## src/rtl/fifo_sync.sv

```systemverilog
// rtl/fifo_sync.sv - single-clock FIFO with count, threshold flags and error pulses
// Define FIFO_BYPASS_EN to pass write data straight to the output on read+write while empty.
module fifo_sync #(
  parameter int BITNUMBER       = 8,
  parameter int LENGTH          = 8,
  parameter int ALMOST_FULL_TH  = LENGTH - 2,
  parameter int ALMOST_EMPTY_TH = 1
) (
  input  logic                       clk,
  input  logic                       reset,
  input  logic                       Fifo_wr,
  input  logic                       Fifo_rd,
  input  logic [BITNUMBER-1:0]       Fifo_Data_in,
  output logic [BITNUMBER-1:0]       Fifo_Data_out,
  output logic                       Fifo_full,
  output logic                       Fifo_empty,
  output logic                       Fifo_almost_full,
  output logic                       Fifo_almost_empty,
  output logic [$clog2(LENGTH):0]    Fifo_count,
  output logic                       Fifo_overflow,
  output logic                       Fifo_underflow
);

  localparam int AW = $clog2(LENGTH);
  localparam int CW = AW + 1;

  logic [BITNUMBER-1:0] mem_q [LENGTH];
  logic [AW-1:0]        wr_ptr_q, wr_ptr_d;
  logic [AW-1:0]        rd_ptr_q, rd_ptr_d;
  logic [CW-1:0]        count_q, count_d;
  logic [BITNUMBER-1:0] dout_q, dout_d;
  logic                 ovf_q, ovf_d;
  logic                 udf_q, udf_d;
  logic                 full, empty;
  logic                 wr_acc, rd_acc, bypass;

  assign full  = (count_q == CW'(LENGTH));
  assign empty = (count_q == '0);

`ifdef FIFO_BYPASS_EN
  assign bypass = Fifo_rd && Fifo_wr && empty;
`else
  assign bypass = 1'b0;
`endif

  // A full FIFO still takes a write when a read frees a slot in the same cycle.
  assign rd_acc = Fifo_rd && !empty;
  assign wr_acc = Fifo_wr && (!full || rd_acc) && !bypass;

  always_comb begin
    wr_ptr_d = wr_ptr_q;
    rd_ptr_d = rd_ptr_q;
    count_d  = count_q;
    dout_d   = dout_q;
    ovf_d    = Fifo_wr && full && !rd_acc;
    udf_d    = Fifo_rd && empty && !bypass;

    if (wr_acc) wr_ptr_d = wr_ptr_q + 1'b1;
    if (rd_acc) begin
      rd_ptr_d = rd_ptr_q + 1'b1;
      dout_d   = mem_q[rd_ptr_q];
    end
    if (bypass) dout_d = Fifo_Data_in;

    case ({wr_acc, rd_acc})
      2'b10:   count_d = count_q + 1'b1;
      2'b01:   count_d = count_q - 1'b1;
      default: count_d = count_q;
    endcase
  end

  always_ff @(posedge clk) begin
    if (reset) begin
      wr_ptr_q <= '0;
      rd_ptr_q <= '0;
      count_q  <= '0;
      dout_q   <= '0;
      ovf_q    <= 1'b0;
      udf_q    <= 1'b0;
    end else begin
      wr_ptr_q <= wr_ptr_d;
      rd_ptr_q <= rd_ptr_d;
      count_q  <= count_d;
      dout_q   <= dout_d;
      ovf_q    <= ovf_d;
      udf_q    <= udf_d;
    end
  end

  // Storage is not reset; contents are only observable through accepted reads.
  always_ff @(posedge clk) begin
    if (!reset && wr_acc) mem_q[wr_ptr_q] <= Fifo_Data_in;
  end

  assign Fifo_Data_out     = dout_q;
  assign Fifo_count        = count_q;
  assign Fifo_full         = full;
  assign Fifo_empty        = empty;
  assign Fifo_almost_full  = (count_q >= CW'(ALMOST_FULL_TH));
  assign Fifo_almost_empty = (count_q <= CW'(ALMOST_EMPTY_TH));
  assign Fifo_overflow     = ovf_q;
  assign Fifo_underflow    = udf_q;

endmodule

```

## config.mk

```make
export PLATFORM = sky130hd
export DESIGN_NAME = fifo_sync
export DESIGN_NICKNAME = d
export VERILOG_FILES = /design/src/rtl/fifo_sync.sv
export SDC_FILE = /design/constraint.sdc
export NUM_CORES = 1
export LEC_CHECK = 0
export CORE_UTILIZATION = 60
export CTS_BUF_LIST = sky130_fd_sc_hd__clkbuf_8
export CTS_CLUSTER_SIZE = 25
export DETAILED_ROUTE_END_ITERATION = 7
export PLACE_DENSITY = 0.88
export SETUP_SLACK_MARGIN = 0.15
export SYNTH_ARGS = -nofsm -noshare
export SYNTH_HDL_FRONTEND = slang
export SYNTH_SLANG_ARGS = --single-unit
```

## constraint.sdc

```tcl
create_clock -name clk -period 2.4 [get_ports clk]
set_input_delay 0.36 -clock clk [delete_from_list [all_inputs] [get_ports clk]]
set_output_delay 0.36 -clock clk [all_outputs]
set_load 0.05 [all_outputs]
```

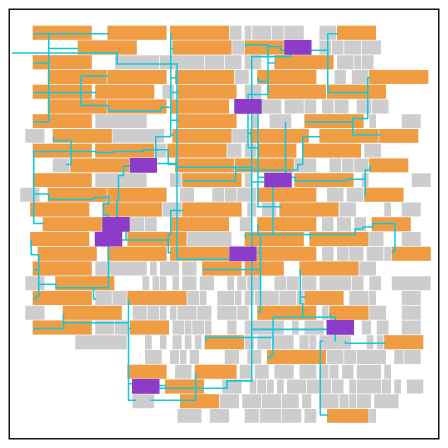
clk_routes.png
[flip-flops] orange | count: 84
[clock drivers] purple | count: 9
[clock wires] cyan | length: 899 microns
routed clock nets	10
flops lie	spread over the die

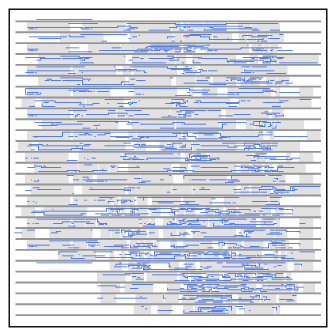
layer_met1.png
Supply wires on this layer in gray. Cells faint in the background.
nets with wire on the layer	284
wire length on this layer	2960 microns

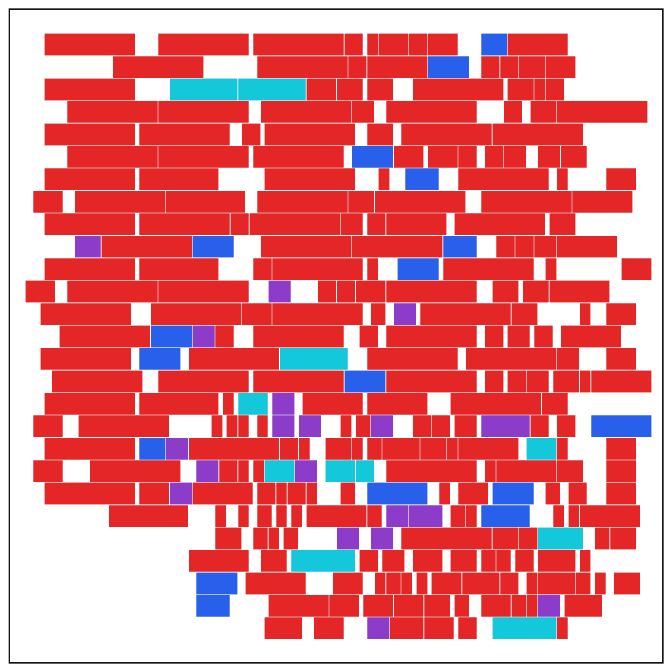
sizes.png
size	color	cells
_2 cells	cyan	11
_3 and _4 cells	purple	19
_0 and _1 cells	red	252
_6 and larger	blue	17

==> impl_metrics.py <==
# Generated from Yosys and OpenROAD reports
metrics = {
    "hold_path": {
        "hp-start": "Fifo_Data_out[1]",
        "hold_end": "Fifo_Data_out[1]",
        "hold_class": "reg2reg",
    },
    "logic_synthesis": {
        "mux_area_share_pct": 6.44,
        "edf_count": 64,
        "synth_top_area_share_pct": 54.0,
        "ys_cells": 253,
        "ff_type": "edfxtp_1",
        "synth_area_sq_um": 3560,
        "top_cell": "edfxtp_1",
        "adder_share_pct": 2.46,
        "async_flop_share_pct": 0,
        "synthXorXnorAreaFrac_pct": 1.23,
        "ys_top_cells_by_area": "edfxtp_1 (54%), dfxtp_1 (11%), nor2b_1 (4.0%)",
        "syn_avg_cell_area_sq_um": 14.1,
    },
    "global_routing": {
        "use_met2_pct": 38.2,
        "grt_usage_pct": 24.6,
    },
    "worst_setup_path": {
        "crit_fanout": 7,
        "endpoint_kind": "primary output",
        "endpoint": "Fifo_empty",
        "required_ns": 2.04,
        "crit_buf_inv": 3,
        "crit_top_cell": "inv_1",
        "reg2reg_depth": 7,
    },
    "cells_and_area": {
        "sh_seq_area_pct": 55.3,
        "fill_cells": 365,
        "layout.cells.most_common": "edfxtp_1",
        "register_area_sq_um": 2320,
        "comb_share_pct": 27.1,
        "buffers": 45,
        "clock_area_share_pct": 4.76,
        "nets": 313,
        "largest_reg_flops": 64,
        "largest_class": "registers",
    },
    "timing": {
        "clock_skew_ns": 0.0110,
        "tns_ns": 0,
        "rsz0062_at_grt": "yes",
        "fin_crit_ns": 2.16,
    },
    "placement": {
        "gp_congestion": 0.839,
        "io_buffers": 29,
    },
    "power_and_ir_drop": {
        "netSwitchingFraction_pct": 37.1,
        "switching_power_mw": 1.57,
        "finalPower_mw": 4.23,
        "powerDensity_nw_per_um2": 1010,
        "cellLeakagePower_nw": 1.44,
    },
    "die": {
        "core_sq_um": 5610,
        "nWellTaps": 72,
    },
    "clock_tree": {
        "cts.htree.levels": 3,
        "cts_setup_buffers": 0,
        "numCtsBuffers": 9,
    },
    "run_status": {
        "outcome": "finished clean",
    },
    "routing": {
        "met3_length_microns": 429,
        "wl_microns": 6900,
    },
}
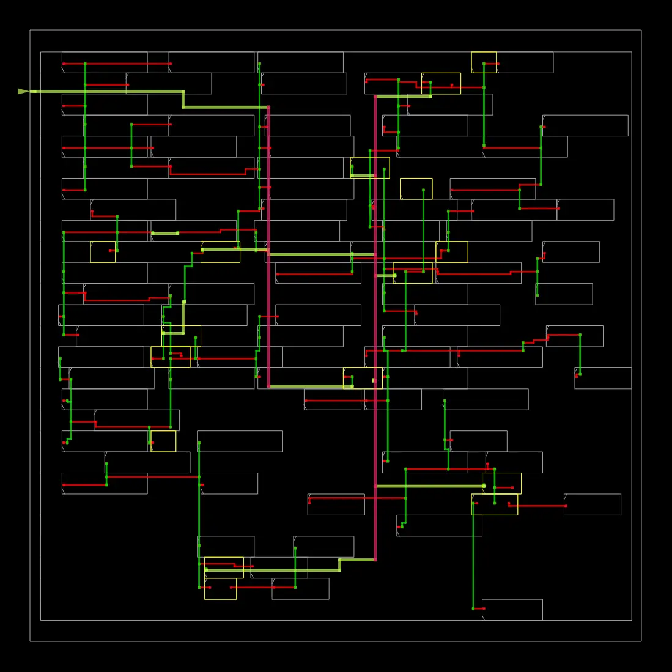
clocks.png
P_clk: 1.00 mW
FFs & Latches: 84
CTS Sinks: 84
Clock Buffer Count: 9

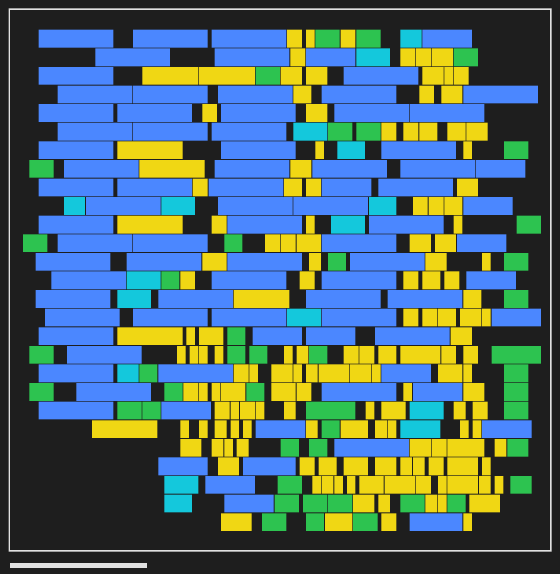
placement_by_type.png
The bar under the picture is 20 microns long.
class	color	cells	share of their area
combinational and other logic	yellow	154	28%
flops	blue	84	57%
other buffers and delay cells	green	45	10%
clock drivers and dummy loads	cyan	16	4.9%

Power figures rest on the tool's default switching activity, not on a simulated workload.
